`src/rtl/vga_sync.sv`:
```
// VGA sync/position counters stepped by pix_en; outputs registered, decoded from the next count (0-cycle latency).
// No backpressure: pix_en=0 freezes counters and level outputs, and clears the start pulses.
module vga_sync #(
  parameter int H_VIS  = 640,
  parameter int H_FP   = 16,
  parameter int H_SYNC = 96,
  parameter int H_BP   = 48,
  parameter int V_VIS  = 480,
  parameter int V_FP   = 10,
  parameter int V_SYNC = 2,
  parameter int V_BP   = 33
) (
  input  logic       clk,
  input  logic       clr,
  input  logic       pix_en,
  output logic       hsync,
  output logic       vsync,
  output logic       video_on,
  output logic [9:0] pixel_x,
  output logic [9:0] pixel_y,
  output logic       line_start,
  output logic       frame_start
);

  localparam int H_TOTAL = H_VIS + H_FP + H_SYNC + H_BP;
  localparam int V_TOTAL = V_VIS + V_FP + V_SYNC + V_BP;

  localparam logic [9:0] H_LAST   = 10'(H_TOTAL - 1);
  localparam logic [9:0] V_LAST   = 10'(V_TOTAL - 1);
  localparam logic [9:0] H_VIS_C  = 10'(H_VIS);
  localparam logic [9:0] V_VIS_C  = 10'(V_VIS);
  localparam logic [9:0] HS_FIRST = 10'(H_VIS + H_FP);
  localparam logic [9:0] HS_LAST  = 10'(H_VIS + H_FP + H_SYNC - 1);
  localparam logic [9:0] VS_FIRST = 10'(V_VIS + V_FP);
  localparam logic [9:0] VS_LAST  = 10'(V_VIS + V_FP + V_SYNC - 1);

  logic [9:0] h_cnt;
  logic [9:0] v_cnt;
  logic [9:0] h_next;
  logic [9:0] v_next;
  logic       h_wrap;
  logic       v_wrap;

  assign pixel_x = h_cnt;
  assign pixel_y = v_cnt;

  always_comb begin
    h_wrap = (h_cnt == H_LAST);
    v_wrap = (v_cnt == V_LAST);
    h_next = h_wrap ? 10'd0 : h_cnt + 10'd1;
    v_next = v_cnt;
    if (h_wrap) begin
      v_next = v_wrap ? 10'd0 : v_cnt + 10'd1;
    end
  end

  // Decodes use the next count so each level output lines up with the counter it describes.
  always_ff @(posedge clk or negedge clr) begin
    if (!clr) begin
      h_cnt       <= H_LAST;
      v_cnt       <= V_LAST;
      hsync       <= 1'b1;
      vsync       <= 1'b1;
      video_on    <= 1'b0;
      line_start  <= 1'b0;
      frame_start <= 1'b0;
    end else if (pix_en) begin
      h_cnt       <= h_next;
      v_cnt       <= v_next;
      hsync       <= !((h_next >= HS_FIRST) && (h_next <= HS_LAST));
      vsync       <= !((v_next >= VS_FIRST) && (v_next <= VS_LAST));
      video_on    <= (h_next < H_VIS_C) && (v_next < V_VIS_C);
      line_start  <= h_wrap;
      frame_start <= h_wrap && v_wrap;
    end else begin
      line_start  <= 1'b0;
      frame_start <= 1'b0;
    end
  end

endmodule

```
`config.mk`:
```
export PLATFORM = sky130hd
export DESIGN_NAME = vga_sync
export DESIGN_NICKNAME = d
export VERILOG_FILES = /design/src/rtl/vga_sync.sv
export SDC_FILE = /design/constraint.sdc
export NUM_CORES = 1
export LEC_CHECK = 0
export ABC_AREA = 1
export CAP_MARGIN = 40
export CELL_PAD_IN_SITES_DETAIL_PLACEMENT = 1
export CELL_PAD_IN_SITES_GLOBAL_PLACEMENT = 2
export CORE_ASPECT_RATIO = 0.8
export CORE_UTILIZATION = 26
export CTS_BUF_LIST = sky130_fd_sc_hd__clkbuf_16
export DETAILED_ROUTE_END_ITERATION = 10
export PLACE_DENSITY_LB_ADDON = 0.1
export SLEW_MARGIN = 20
export SYNTH_ARGS = -nofsm -noshare
export SYNTH_HDL_FRONTEND = slang
export SYNTH_SLANG_ARGS = --single-unit
```
`constraint.sdc`:
```
create_clock -name clk -period 1.5 [get_ports clk]
set_input_delay 0.225 -clock clk [delete_from_list [all_inputs] [get_ports clk]]
set_output_delay 0.225 -clock clk [all_outputs]
set_load 0.02 [all_outputs]
```
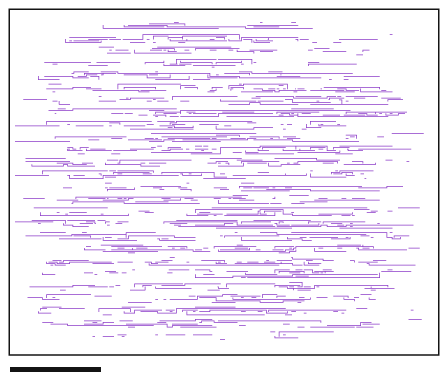
Figure 1: the metal 1 layer.
The bar under the picture is 20 um long.
nets with wire on the layer: 344
share of all routed wire: 51%
longest straight run: 37.3 um
main direction: horizontal

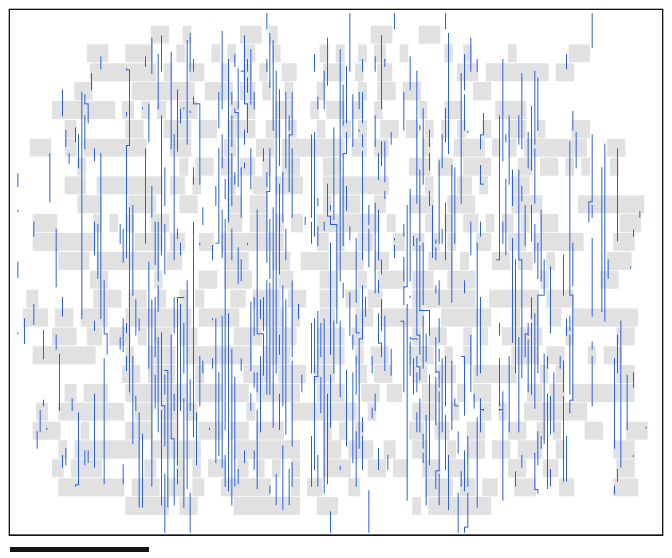
Figure 2: the metal 2 layer.
The bar under the picture is 20 um long. Cells faint in the background.
nets with wire on the layer: 324
wire length on this layer: 3330 um
share of all routed wire: 45%
main direction: vertical
longest straight run: 43.5 um

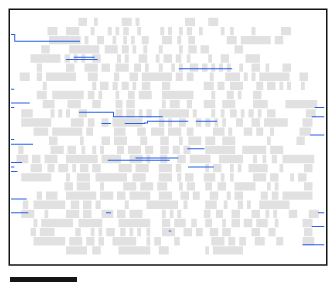
Figure 3: met3 routing.
The bar under the picture is 20 um long. Cells faint in the background.
main direction: horizontal
share of all routed wire: 2.7%
wire length on this layer: 200 um

==> impl_metrics.json <==
{
  "m1WireLength_mm": 3.82,
  "vias": 2105,
  "simple_gate_area_share_pct": 44.4,
  "comb-power_mw": 1.84,
  "cts_tree": "done",
  "slew_headroom_pct": 62.2,
  "seq-cell-share_pct": 19.9,
  "dpl.cell_count": 430,
  "ys_warn_count": 0,
  "crit_type": "reg2reg",
  "clock_net_power_uw": 665,
  "numCtsBuffers": 3,
  "cp-end-kind": "flop",
  "comb_area_share_pct": 39.7,
  "power.group.top": "combinational logic",
  "drt-pass1-iter-count": 4,
  "flop-count": 25,
  "detail_route.vias_per_cell": 4.64,
  "area_growth_pct": 82.7,
  "routabilityCongestion": 0.802,
  "synth-seq-cells": 25,
  "most_common_cell": "nand2_1",
  "top_area_cell": "dfrtp_1",
  "yosys_cells": 256,
  "edf_count": 0,
  "final_cell_mix": "buf_4, nand2_1, inv_1, nor2_1, buf_6",
  "setup-violations-final": 22,
  "buffer_area_share_pct": 30.4,
  "dr_wl_met3_um": 200,
  "synthCells": 256,
  "fin_ws_ps": -411,
  "common_cells": "nand2_1, nor2_1, inv_1, nand3_1, o21ai_0",
  "arrival_ps": 2120,
  "wl_met2_mm": 3.33,
  "vdd_ir_drop_max_mv": 0.628,
  "wl_mm": 7.43,
  "cts.path.max_buffers": 2,
  "yosys.area_share.aoi_pct": 7.39,
  "mi_logic_area_um2": 1280,
  "inv_count": 33,
  "powerDensity_nw_per_um2": 1100,
  "nets": 378,
  "drtIter0Drc": 72,
  "rows": 26,
  "muxShareOfSynthArea_pct": 0,
  "top_layer": "met4",
  "core_um2": 6470,
  "status": "finished with violations",
  "finClkSkew_ps": 3.33,
  "endpoint": "vsync$_DFFE_PN1P_",
  "lay_top_count": "buf_4",
  "die_w_um": 94.0,
  "grt_pass1_vias": 2100,
  "nClkBuffers": 3,
  "finalPower_mw": 3.53,
  "cts_setup_buffers": 10,
  "reg2reg_depth": 12,
  "switchingPower_mw": 1.44,
  "syn_area_per_cell_um2": 6.88,
  "cts.clk_slew.worst_paths_ps": 80,
  "crit_required_ps": 1710,
  "ff_type": "dfrtp_1",
  "timing.rr.end": "vsync$_DFFE_PN1P_",
  "yosysUniqueCellTypes": 29,
  "io-pin-count": 28,
  "grt_usage_pct": 21.1,
  "drive_gt1_share_pct": 50.8,
  "clock_latency_ps": 270,
  "die_h_um": 75.6,
  "violations": "setup timing",
  "cts_sinks": 25,
  "crit_slowest_cell": "dfstp_2",
  "synthTopLogicFamily": "simple AND/OR/NAND/NOR gates",
  "finalClockPeriodUsage_pct": 127,
  "cp.depth": 12,
  "synth_seq_share_pct": 36.4,
  "maxCapViolCount": 0,
  "path_buffers": 1,
  "leakagePower_nw": 1.54,
  "syn_nets": 263,
  "reg2reg_slack_ps": -410,
  "top_area_share_pct": 18.5,
  "drcViolationCount": 0,
  "comb_cells": 193,
  "seqPwrFrac_pct": 29.0,
  "warnings": 32,
  "grt_max_degree": 26
}
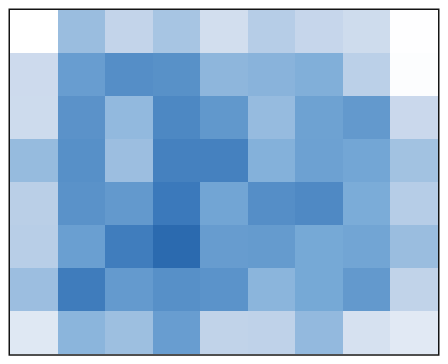
Figure 4: local utilization.
9 x 8 tiles, from white (low) to dark blue (high), 0 to 100% covered.
emptiest ninth of the die: north-east
fullest tile: 77%
densest ninth of the die: center
tiles over 75% full: 1.4%

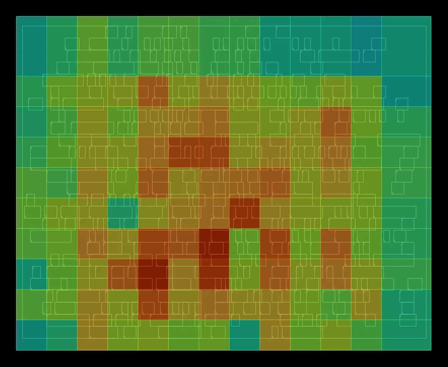
Figure 5: track usage over the die.
Most Used Layer, Global Route: met2
DR WL/cell: 16.4 um
GR Util met2: 33.8%
M1 GR Usage: 31.2%
Final Core Density: 49.7%

[stage by stage]
stage / setup TNS [ps] / hold slack, ps / area, um2
2_1_floorplan: -845 / -70.6 / 1790
3_3_place_gp: -3100 / 481 / 2670
3_5_place_dp: -3980 / 475 / 2670
4_1_cts: -3580 / 345 / 2970
5_1_grt: -6800 / 366 / 3220
6_report: -4990 / 335 / 3220
[sequential cells by signal (all words and copies together), names as in the netlist]
name         count
frame_start      1
hsync            1
line_start       1
pixel_x         10
pixel_y         10
video_on         1
vsync            1
[kinds of logic (layout without fill, tap and decap cells)]
group / after synthesis / count (layout)
buffers and inverters: 38 / 152
adders and majority gates: 4 / 4
AOI/OAI and AO/OA: 24 / 24
DFF: 25 / 25
xor gates and xnor gates: 1 / 1
and+or+nand+nor: 164 / 164
